<file path="config.mk">
export PLATFORM = sky130hd
export DESIGN_NAME = exp_taylor_accel_flat
export DESIGN_NICKNAME = d
export VERILOG_FILES = /design/src/rtl/exp_taylor_accel_pkg.sv /design/src/rtl/exp_taylor_accel_if.sv /design/src/rtl/exp_taylor_accel_fx_mul_trunc.sv /design/src/rtl/exp_taylor_accel.sv /design/src/flat_wrapper.sv
export SDC_FILE = /design/constraint.sdc
export NUM_CORES = 1
export LEC_CHECK = 0
export ABC_AREA = 1
export CAP_MARGIN = 20
export CORE_AREA = 2 2 190 192
export CTS_CLUSTER_DIAMETER = 40
export CTS_CLUSTER_SIZE = 8
export DETAILED_ROUTE_END_ITERATION = 6
export DIE_AREA = 0 0 192 194
export HOLD_SLACK_MARGIN = 0.05
export PLACE_DENSITY = 0.77
export SLEW_MARGIN = 10
export SYNTH_ARGS = -nofsm -noshare
export SYNTH_HDL_FRONTEND = slang
export SYNTH_SLANG_ARGS = --single-unit
</file>
<file path="constraint.sdc">
create_clock -name clk -period 8.8 [get_ports clk]
set_input_delay 1.76 -clock clk [delete_from_list [all_inputs] [get_ports clk]]
set_output_delay 1.76 -clock clk [all_outputs]
set_load 0.01 [all_outputs]
</file>
<file path="src/rtl/exp_taylor_accel_pkg.sv">
// Shared types and constants for the Taylor-series e^x accelerator:
// FSM state encoding, reciprocal constant generator and term-count limits.
package exp_taylor_pkg;

  typedef enum logic [2:0] {
    IDLE,
    MUL_X,
    MUL_R,
    ACC,
    FIN
  } state_t;

  localparam int N_TERMS_MIN = 2;
  localparam int N_TERMS_MAX = 16;

  function automatic bit n_terms_ok(input int n);
    return (n >= N_TERMS_MIN) && (n <= N_TERMS_MAX);
  endfunction

  // floor(2^frac_w / k); k=0 never addressed, returns 0
  function automatic logic [31:0] recip(input int k, input int frac_w);
    if (k <= 0) return '0;
    return (32'd1 << frac_w) / 32'(k);
  endfunction

endpackage

</file>
<file path="src/rtl/exp_taylor_accel_if.sv">
// Start/done handshake plus result-buffer write port of the e^x accelerator.
interface exp_taylor_accel_if #(
  parameter int INT_W  = 2,
  parameter int FRAC_W = 16,
  parameter int OUT_W  = 22
);

  logic              start;
  logic [INT_W-1:0]  int_in;
  logic [FRAC_W-1:0] frac_in;
  logic              stream;
  logic              busy;
  logic              wr_req;
  logic [OUT_W-1:0]  wr_data;
  logic              done;
  logic              ovf;

  modport master (
    output start, int_in, frac_in, stream,
    input  busy, wr_req, wr_data, done, ovf
  );

  modport slave (
    input  start, int_in, frac_in, stream,
    output busy, wr_req, wr_data, done, ovf
  );

endinterface

</file>
<file path="src/rtl/exp_taylor_accel_fx_mul_trunc.sv">
// Unsigned fixed-point multiplier: full-width product, then truncating
// right shift by FRAC_W so no intermediate bits are lost before the shift.
module fx_mul_trunc #(
  parameter  int A_W    = 24,
  parameter  int B_W    = 18,
  parameter  int FRAC_W = 16,
  localparam int Y_W    = A_W + B_W - FRAC_W
) (
  input  logic [A_W-1:0] a,
  input  logic [B_W-1:0] b,
  output logic [Y_W-1:0] y
);

  logic [A_W+B_W-1:0] prod;

  assign prod = {{B_W{1'b0}}, a} * {{A_W{1'b0}}, b};
  assign y    = Y_W'(prod >> FRAC_W);

endmodule

</file>
<file path="src/rtl/exp_taylor_accel.sv">
// Sequential e^x evaluator: one Taylor term per three clocks on a single
// shared multiplier, saturating accumulator, registered write/done outputs.
module exp_taylor_accel
  import exp_taylor_pkg::*;
#(
  parameter int INT_W     = 2,
  parameter int FRAC_W    = 16,
  parameter int OUT_INT_W = 6,
  parameter int N_TERMS   = 8
) (
  input logic               clk,
  input logic               rst,
  exp_taylor_accel_if.slave bus
);

  localparam int OUT_W = OUT_INT_W + FRAC_W;
  localparam int X_W   = INT_W + FRAC_W;
  localparam int R_W   = FRAC_W + 1;
  localparam int B_W   = (X_W > R_W) ? X_W : R_W;
  localparam int P_W   = OUT_W + INT_W;
  localparam int M_W   = P_W + B_W - FRAC_W;
  localparam int K_W   = $clog2(N_TERMS);

  localparam logic [OUT_W-1:0] ONE    = OUT_W'(1) << FRAC_W;
  localparam logic [K_W-1:0]   K_LAST = K_W'(N_TERMS - 1);

  if (!n_terms_ok(N_TERMS)) begin : g_bad_n_terms
    $error("exp_taylor_accel: N_TERMS must lie in 2..16");
  end

  logic [R_W-1:0] recip_tab [2**K_W];

  for (genvar i = 0; i < 2**K_W; i++) begin : g_recip
    assign recip_tab[i] = R_W'(recip(i, FRAC_W));
  end

  state_t            state_q, state_n;
  logic [X_W-1:0]    x_q, x_n;
  logic              stream_q, stream_n;
  logic [OUT_W-1:0]  term_q, term_n;
  logic [OUT_W-1:0]  sum_q, sum_n;
  logic [P_W-1:0]    p_q, p_n;
  logic [K_W-1:0]    k_q, k_n;
  logic              busy_q, busy_n;
  logic              wr_req_q, wr_req_n;
  logic [OUT_W-1:0]  wr_data_q, wr_data_n;
  logic              done_q, done_n;
  logic              ovf_q, ovf_n;

  logic [P_W-1:0]    mul_a;
  logic [B_W-1:0]    mul_b;
  logic [M_W-1:0]    mul_y;
  logic [OUT_W:0]    acc;

  fx_mul_trunc #(
    .A_W    (P_W),
    .B_W    (B_W),
    .FRAC_W (FRAC_W)
  ) u_mul (
    .a (mul_a),
    .b (mul_b),
    .y (mul_y)
  );

  always_comb begin
    state_n   = state_q;
    x_n       = x_q;
    stream_n  = stream_q;
    term_n    = term_q;
    sum_n     = sum_q;
    p_n       = p_q;
    k_n       = k_q;
    busy_n    = (state_q != IDLE);
    wr_req_n  = 1'b0;
    wr_data_n = wr_data_q;
    done_n    = 1'b0;
    ovf_n     = ovf_q;
    mul_a     = '0;
    mul_b     = '0;
    acc       = '0;

    case (state_q)
      IDLE: begin
        if (bus.start) begin
          x_n      = {bus.int_in, bus.frac_in};
          stream_n = bus.stream;
          term_n   = ONE;
          sum_n    = ONE;
          k_n      = K_W'(1);
          ovf_n    = 1'b0;
          busy_n   = 1'b1;
          state_n  = MUL_X;
        end
      end
      MUL_X: begin
        mul_a   = P_W'(term_q);
        mul_b   = B_W'(x_q);
        p_n     = mul_y[P_W-1:0];
        state_n = MUL_R;
      end
      // a term too large for the register clamps, which forces the sum to saturate
      MUL_R: begin
        mul_a   = p_q;
        mul_b   = B_W'(recip_tab[k_q]);
        term_n  = (|mul_y[M_W-1:OUT_W]) ? '1 : mul_y[OUT_W-1:0];
        state_n = ACC;
      end
      ACC: begin
        acc = {1'b0, sum_q} + {1'b0, term_q};
        if (acc[OUT_W]) begin
          sum_n = '1;
          ovf_n = 1'b1;
        end else begin
          sum_n = acc[OUT_W-1:0];
        end
        if (stream_q) begin
          wr_req_n  = 1'b1;
          wr_data_n = sum_n;
        end
        if (k_q == K_LAST) begin
          state_n = FIN;
        end else begin
          k_n     = k_q + K_W'(1);
          state_n = MUL_X;
        end
      end
      FIN: begin
        done_n = 1'b1;
        if (!stream_q) begin
          wr_req_n  = 1'b1;
          wr_data_n = sum_q;
        end
        state_n = IDLE;
      end
      default: state_n = IDLE;
    endcase
  end

  always_ff @(posedge clk) begin
    if (!rst) begin
      state_q   <= IDLE;
      x_q       <= '0;
      stream_q  <= 1'b0;
      term_q    <= '0;
      sum_q     <= '0;
      p_q       <= '0;
      k_q       <= '0;
      busy_q    <= 1'b0;
      wr_req_q  <= 1'b0;
      wr_data_q <= '0;
      done_q    <= 1'b0;
      ovf_q     <= 1'b0;
    end else begin
      state_q   <= state_n;
      x_q       <= x_n;
      stream_q  <= stream_n;
      term_q    <= term_n;
      sum_q     <= sum_n;
      p_q       <= p_n;
      k_q       <= k_n;
      busy_q    <= busy_n;
      wr_req_q  <= wr_req_n;
      wr_data_q <= wr_data_n;
      done_q    <= done_n;
      ovf_q     <= ovf_n;
    end
  end

  assign bus.busy    = busy_q;
  assign bus.wr_req  = wr_req_q;
  assign bus.wr_data = wr_data_q;
  assign bus.done    = done_q;
  assign bus.ovf     = ovf_q;

endmodule

</file>
<file path="src/flat_wrapper.sv">
// flat-port wrapper written by rule: the top's interface ports become plain ports
module exp_taylor_accel_flat import exp_taylor_pkg::*;
#(
  parameter int INT_W     = 2,
  parameter int FRAC_W    = 16,
  parameter int OUT_INT_W = 6,
  parameter int N_TERMS   = 8
)
  (clk, rst, bus_start, bus_int_in, bus_frac_in, bus_stream, bus_busy, bus_wr_req, bus_wr_data, bus_done, bus_ovf);
  exp_taylor_accel_if #(.INT_W(INT_W), .FRAC_W(FRAC_W), .OUT_W(22)) bus_i ();
  input logic clk;
  input logic rst;
  input wire logic [$bits(bus_i.start)-1:0] bus_start;
  input wire logic [$bits(bus_i.int_in)-1:0] bus_int_in;
  input wire logic [$bits(bus_i.frac_in)-1:0] bus_frac_in;
  input wire logic [$bits(bus_i.stream)-1:0] bus_stream;
  output wire logic [$bits(bus_i.busy)-1:0] bus_busy;
  output wire logic [$bits(bus_i.wr_req)-1:0] bus_wr_req;
  output wire logic [$bits(bus_i.wr_data)-1:0] bus_wr_data;
  output wire logic [$bits(bus_i.done)-1:0] bus_done;
  output wire logic [$bits(bus_i.ovf)-1:0] bus_ovf;
  assign bus_i.start = bus_start;
  assign bus_i.int_in = bus_int_in;
  assign bus_i.frac_in = bus_frac_in;
  assign bus_i.stream = bus_stream;
  assign bus_busy = bus_i.busy;
  assign bus_wr_req = bus_i.wr_req;
  assign bus_wr_data = bus_i.wr_data;
  assign bus_done = bus_i.done;
  assign bus_ovf = bus_i.ovf;
  exp_taylor_accel #(.INT_W(INT_W), .FRAC_W(FRAC_W), .OUT_INT_W(OUT_INT_W), .N_TERMS(N_TERMS)) u_core (.clk(clk), .rst(rst), .bus(bus_i));
endmodule
</file>
==> run_1/power_grid.png <==
Bar = 50 µm. Pins as bars on the die edge. Tap cells in gray.
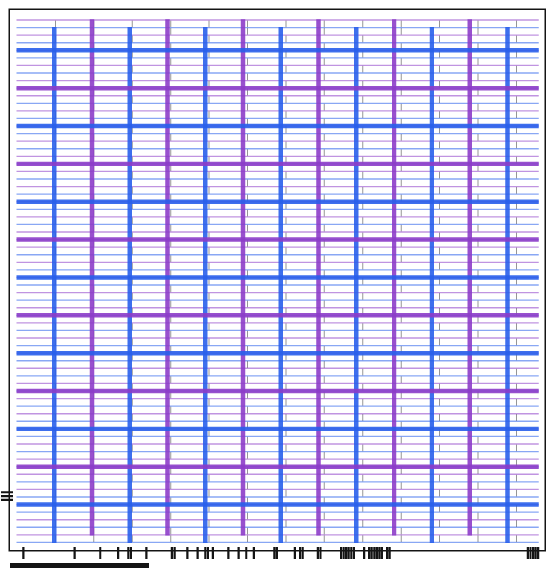
purple -> VDD
blue -> VSS
rows = 69
tap cells = 461
signal pins = 48
met4 straps = 13
core area: 0.0352 mm²
Die Ht: 194 µm

==> run_1/placement_by_type.png <==
Bar = 50 µm.
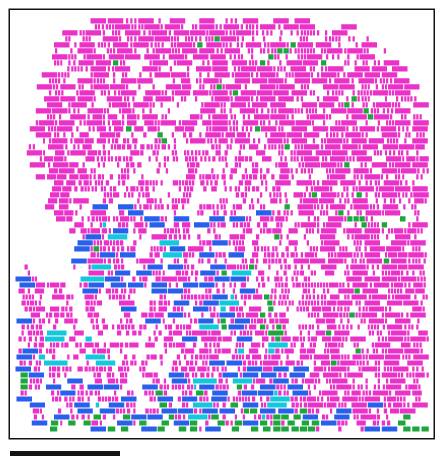
magenta -> combinational and other logic  # cells 2621, share of their area 82%
cyan -> clock drivers and dummy loads  # cells 31, share of their area 2.7%
blue -> sequential cells  # cells 119, share of their area 11%
green -> remaining buffers and delay cells  # cells 101, share of their area 4.0%
Post-Route Utilization: 64.0%
row count: 69

==> impl_metrics.csv, run 1 <==
group,metric,value,unit
cts,cts_setup_buffers,0,
synthesis,syn-cell-area,0.0210,mm²
setup_path,cp_data_required_time,9.07,ns
worst_hold_path,holdCritPathClass,"register to register",
cts,postCtsHoldBufs,0,
cts,clock_path_buffers,2,
cells_and_area,num_antenna_cells,0,
global_routing,overflow,0,
synthesis,area_leaders,"fa_1, nand2_1, inv_1",
pwr,pg_clk,0.707,mW
synthesis,top_cell,"nand2_1",
final_timing,min_period,8.12,ns
place,io_buffer_count,47,
pwr,peakVddDrop,0.137,mV
drt,routedWlPerCell,18.5,µm
cells_and_area,design_area,0.0225,mm²
pwr,p_comb,0.558,mW
synthesis,synthTopCellsByCount,"nand2_1, inv_1, fa_1",
cells_and_area,lay_top_cells,"nand2_1, inv_1, fa_1, nor2_1, a21oi_1",
synthesis,synth_area_leader_cell,"fa_1",
cts,clk_pin_slew,0.06,ns
cells_and_area,fin_cells,3333,
floorplan,io-pin-count,48,
pwr,maxPowerGroup,"clock",
setup_path,startpoint_type,"register",
place,gp_congestion,0.997,
global_routing,antenna_found_initial,0,
cts,cts_tree,"built",
final_timing,rsz0062_at_grt,"no",
pwr,p_seq_share,32.9,%
drt,met2WireLength,28900,µm
synthesis,edf_count,0,
place,pre_cts_ws,0.854,ns
synthesis,async_flop_share,0,%
final_timing,fin_crit_sh,92.2,%
final_timing,finalMaxSlewViolations,0,
synthesis,ys_cells,2841,
pwr,p_int,1.19,mW
pwr,p_comb_share,29.6,%
drt,dr.pass1.iters,6,
global_routing,grt_max_degree,76,
drt,drt_iter0_drc,1357,
synthesis,synth_top_area_share,33.5,%
cells_and_area,lay_top_count,"nand2_1",
cells_and_area,layout.nets,3375,
drt,route.top_layer_used,"met4",
final_timing,setup_viol,0,
place,dpl.hpwl,49700,µm
setup_path,criticalPathCategory,"register to register",
place,placedCellCount,3302,
final_timing,fin_ws,0.685,ns
final_timing,setup_tns,0,ns
synthesis,ys_seq_share,11.4,%
synthesis,yosys.cell_types.count,52,
setup_path,critical-path-top-delay-family,"adder cells",
pwr,seq-power,0.621,mW
cts,cts_buffers,17,
final_timing,relSlewSlack,22.9,%
cts,htreeDepth,4,
synthesis,ys_area,0.0210,mm²
final_timing,fmax,123,MHz
run,warnings,31,
setup_path,crit_path_end_kind,"register",
floorplan,fp_util,59.5,%
drt,drc_errors,0,
place,postPlaceCellArea,0.0219,mm²
pwr,p_per_area,83.7,mW/mm²
final_timing,skew,0.0137,ns
global_routing,grt_first_pass_wirelength,100000,µm
worst_hold_path,min_from,"u_core.bus.wr_data[17]",
synthesis,netlist_instances,2841,
status,status,"finished, final reports clean",
setup_path,worst_ep_arrival_time,8.38,ns
pwr,power_switching_share,36.9,%
drt,met3_length,4860,µm
final_timing,worstMarginPinSlew,1.15,ns
setup_path,crit_slowest_cell,"fa_1",
synthesis,ys.flops,119,
drt,wl_met1,24500,µm
cts,numClockSinks,119,
pwr,p_leak,11.9,nW
setup_path,critPathMaxFanout,28,
cts,cts-root-buf,"clkbuf_16",
global_routing,grt_pass1_vias,19100,
final_timing,finalHoldViolations,0,
cells_and_area,area_delta_synth_final,7.46,%
cts,cts_resized,0,
setup_path,slowest_delay,0.55,ns
cells_and_area,drive_gt1_share,6.34,%
pwr,switchingPower,0.695,mW
synthesis,synth_top_flop_cell,"dfxtp_1",
setup_path,path_common_cell,"inv_1",
floorplan,die_x,192,µm
drt,ant_nets,0,
setup_path,crit_buf_inv,11,
setup_path,crit_start,"u_core.state_q[1]",
run,max_cap_violations,0,
synthesis,syn_area_per_cell,7.38,µm²
setup_path,reg2reg_from,"u_core.state_q[1]",
synthesis,synth_warnings,0,
floorplan,dieArea,0.0372,mm²
drt,via_per_inst,5.54,
==> run_1/clk_routes.png <==
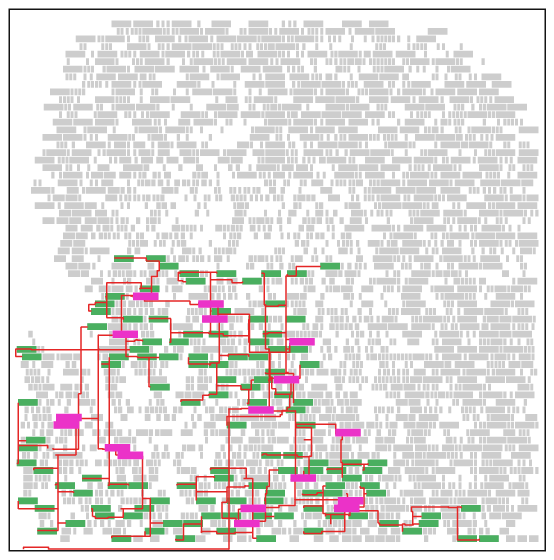
red -> clock wires  # length 1810 µm
green -> flip-flops  # count 119
magenta -> clock drivers  # count 17
routed clock nets = 18
Late-Pin Clk Latency: 0.42 ns
Clock power frac: 37.5%

==> run_1/wires.png <==
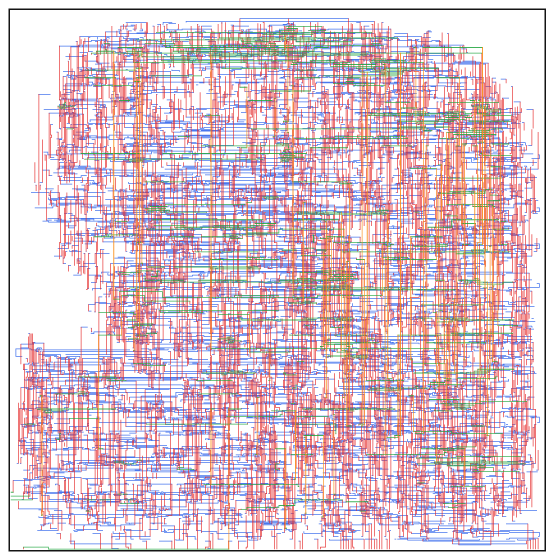
green -> metal 3  # wire length 4860 µm
blue -> metal 1  # wire length 24.5 mm
red -> metal 2  # wire length 28.9 mm
orange -> metal 4  # wire length 3440 µm
DRT Wirelength: 61700 µm
DR vias: 18500
gr usage total: 34.6%

[run 1: state kept, by name, summed over array words and instances (netlist names)]
signal	flops
u_core.sum_q	22
u_core.bus.wr_data	22
u_core.term_q	22
u_core.state_q	3
u_core.k_q	3
u_core.bus.busy	1
u_core.bus.ovf	1
u_core.bus.wr_req	1
u_core.stream_q	1
u_core.bus.done	1
u_core.p_q	24
u_core.x_q	18
[run 1: routing by layer]
metal  track usage [%]  up-vias
li1                  -     8415
met2              56.3      790
met5                 0        -
met4              16.8        0
met3              6.90      189
met1              44.2     9075
[run 1: through the flow]
stage	hold slack [ns]	power, mW
floorplan	0.430	0.987
global placement	0.454	1.16
detailed placement	0.457	1.17
CTS	0.466	1.88
global route	0.490	1.97
finish	0.464	1.89
[run 1: layout make-up]
| cell class | count | area [µm²] |
|---|---|---|
| fillers | 3070 | 12700 |
| repair buffers | 101 | 888 |
| clock inverters | 13 | 158 |
| well taps | 461 | 577 |
| multi-input cells | 1897 | 15400 |
| inverters | 724 | 2720 |
| flip-flops and latches | 119 | 2380 |
| clock buffers | 18 | 429 |
[run 1: cell families after synthesis]
logic type	after synthesis	share of synthesized area, %
simple gates	1059	20.6
buf+inv	826	15.3
fa+ha+maj	493	42.0
compound gates	320	9.75
flops	119	11.4
xor+xnor	23	0.961
other cells	1	0.0179
[run 1: final timing paths]
check                           endpoint  slack, ns  cells past startpoint
hold reg to reg   u_core.bus.wr_data[17]       0.46                      2
setup / recovery       u_core.term_q[18]       0.68                     35
hold / removal    u_core.bus.wr_data[17]       0.46                      2
setup reg to reg       u_core.term_q[18]       0.68                     35
[run 1: worst register-to-register path, delay by kind of cell, from the launching register on]
family / cells / cell delay (ns)
buf+inv: 11 / 1.58
flops: 1 / 0.40
fa+ha+maj: 7 / 3.42
compound gates: 4 / 0.44
simple gates: 13 / 2.15
==> run_1/congestion.png <==
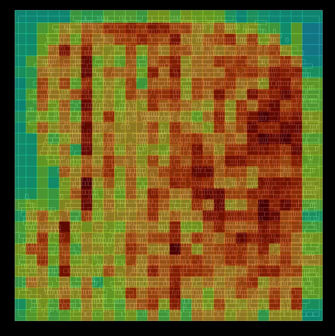

==> run 1 -> run 2 <==
--- a/config.mk
+++ b/config.mk
@@ -7,13 +7,13 @@
 export LEC_CHECK = 0
 export ABC_AREA = 1
 export CAP_MARGIN = 20
-export CORE_AREA = 2 2 190 192
+export CORE_AREA = 2 2 211 171
 export CTS_CLUSTER_DIAMETER = 40
 export CTS_CLUSTER_SIZE = 8
 export DETAILED_ROUTE_END_ITERATION = 6
-export DIE_AREA = 0 0 192 194
+export DIE_AREA = 0 0 213 173
 export HOLD_SLACK_MARGIN = 0.05
-export PLACE_DENSITY = 0.77
+export PLACE_DENSITY = 0.78
 export SLEW_MARGIN = 10
 export SYNTH_ARGS = -nofsm -noshare
 export SYNTH_HDL_FRONTEND = slang
==> run_2/congestion.png <==
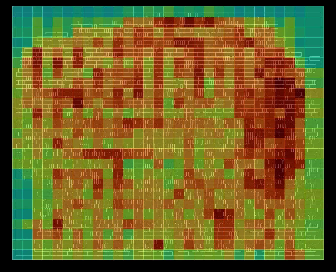
Post-Route Utilization: 65.0%
Routed WL per cell: 17.8 µm

==> run 2 against run 1 <==
Critical path depth fell by 5. Utilization rose by 1.1 points. Via count fell by 1.6%. Power fell by 0.62%. Wire length fell by 3.7%. Non-clock buffer count fell by 10. Worst hold slack got worse by 0.0013 ns. Clock power rose by 0.6%. Critical path type unchanged. Critical endpoint is now u_core.term_q[2]. Largest cell class unchanged.
==> impl_metrics.csv, run 2 <==
group,metric,value,unit
drt,wl_met1,25400,µm
pwr,p_seq_share,32.9,%
synthesis,async_flop_share,0,%
synthesis,area_leaders,"fa_1, nand2_1, inv_1",
floorplan,dieArea,0.0368,mm²
drt,vias,18200,
floorplan,coreArea,0.0346,mm²
place,io_buffer_count,47,
cts,cts_resized,0,
pwr,p_int,1.17,mW
pwr,switchingPower,0.703,mW
drt,route.top_layer_used,"met4",
setup_path,crit_path_end_kind,"register",
final_timing,skew,0.00772,ns
cells_and_area,num_antenna_cells,0,
global_routing,use_met1,46.8,%
cts,cts_tree,"built",
setup_path,crit_slowest_cell,"o22ai_2",
cells_and_area,drive_gt1_share,6.08,%
final_timing,rsz0062_at_grt,"no",
synthesis,syn-cell-area,0.0210,mm²
cts,clk_latency,0.42,ns
floorplan,die_h,173,µm
cells_and_area,fin_cells,3335,
drt,via_per_inst,5.45,
pwr,power_switching_share,37.5,%
place,placedCellCount,3302,
global_routing,gr-usage-met3,7.14,%
synthesis,synth_top_area_share,33.5,%
place,dpl.hpwl,48500,µm
cts,numClockSinks,119,
synthesis,synth_area_leader_cell,"fa_1",
setup_path,rr_worst_depth,30,
synthesis,synth_warnings,0,
global_routing,overflow,0,
worst_hold_path,holdCritPathClass,"register to register",
worst_hold_path,min_delay_worst_endpoint,"u_core.bus.wr_data[14]",
cts,cts_buffers,17,
global_routing,met2_usage,51.9,%
setup_path,regToRegSetupSlack,0.88,ns
global_routing,grt.busiest_layer,"met2",
floorplan,die_x,213,µm
cts,cts-root-buf,"clkbuf_16",
global_routing,grt_first_pass_wirelength,96400,µm
setup_path,startpoint_type,"register",
setup_path,cp_data_required_time,9.08,ns
pwr,p_per_area,83.4,mW/mm²
synthesis,synthTopCellsByCount,"nand2_1, inv_1, fa_1",
final_timing,finalMaxSlewViolations,0,
cells_and_area,flop_area,0.00238,mm²
setup_path,worst_ep_arrival_time,8.20,ns
floorplan,fp-row-count,61,
final_timing,fin_crit_sh,90.0,%
synthesis,ys_seq_share,11.4,%
cells_and_area,layout.nets,3365,
setup_path,r2r-end,"u_core.term_q[2]",
status,status,"finished, final reports clean",
synthesis,ys.flops,119,
global_routing,gr-usage-all-layers,33.5,%
cells_and_area,logic_area,0.0154,mm²
cts,postCtsHoldBufs,0,
setup_path,slowest_delay,0.66,ns
## run 2: cells by family (layout without fill, tap and decap cells)
| kind of cell | count (synthesis) | count (layout) | share of synthesized area (%) |
|---|---|---|---|
| and+or+nand+nor | 1059 | 1059 | 20.6 |
| buffers and inverters | 826 | 847 | 15.3 |
| xor gates and xnor gates | 23 | 23 | 0.961 |
| AOI/OAI and AO/OA | 320 | 320 | 9.75 |
| DFF | 119 | 119 | 11.4 |
| other | 1 | 2 | 0.0179 |
| adders and majority gates | 493 | 493 | 42.0 |
## run 2: power groups by stage
stage	registers (mW)	clock network (mW)	logic (mW)
4_1_cts	0.617	0.715	0.533
5_1_grt	0.622	0.740	0.591
2_1_floorplan	0.618	0	0.369
3_3_place_gp	0.626	0	0.517
3_5_place_dp	0.628	0	0.529
6_report	0.617	0.711	0.545
## run 2: through the flow
stage / hold WS (ns) / area, µm² / utilization, % / power, mW / worst slack [ns]
detailed placement: 0.455 / 21900 / 63.3 / 1.16 / 1.08
CTS: 0.464 / 22500 / 65.0 / 1.86 / 1.02
floorplan: 0.430 / 21000 / - / 0.987 / 2.33
global placement: 0.452 / 21900 / 63.3 / 1.14 / 1.25
global route: 0.480 / 22500 / 65.0 / 1.95 / 0.480
finish: 0.462 / 22500 / 65.0 / 1.87 / 0.877
## run 2: area by class of cell
type	instances	area share, %
multi-input combinational	1897	68.4
clock buffer	18	1.95
inverter	724	12.1
tap	472	2.63
timing repair buffer	91	3.65
sequential	119	10.6
clock inverter	14	0.668
## run 2: worst max-delay path: cells and delay by family (launching register included)
family          cells  cell delay (ns)
buf+inv             7             0.99
simple gates       11             1.68
fa+ha+maj           7             3.32
compound gates      5             1.37
flops               1             0.39
Power and IR drop assume default switching activity.
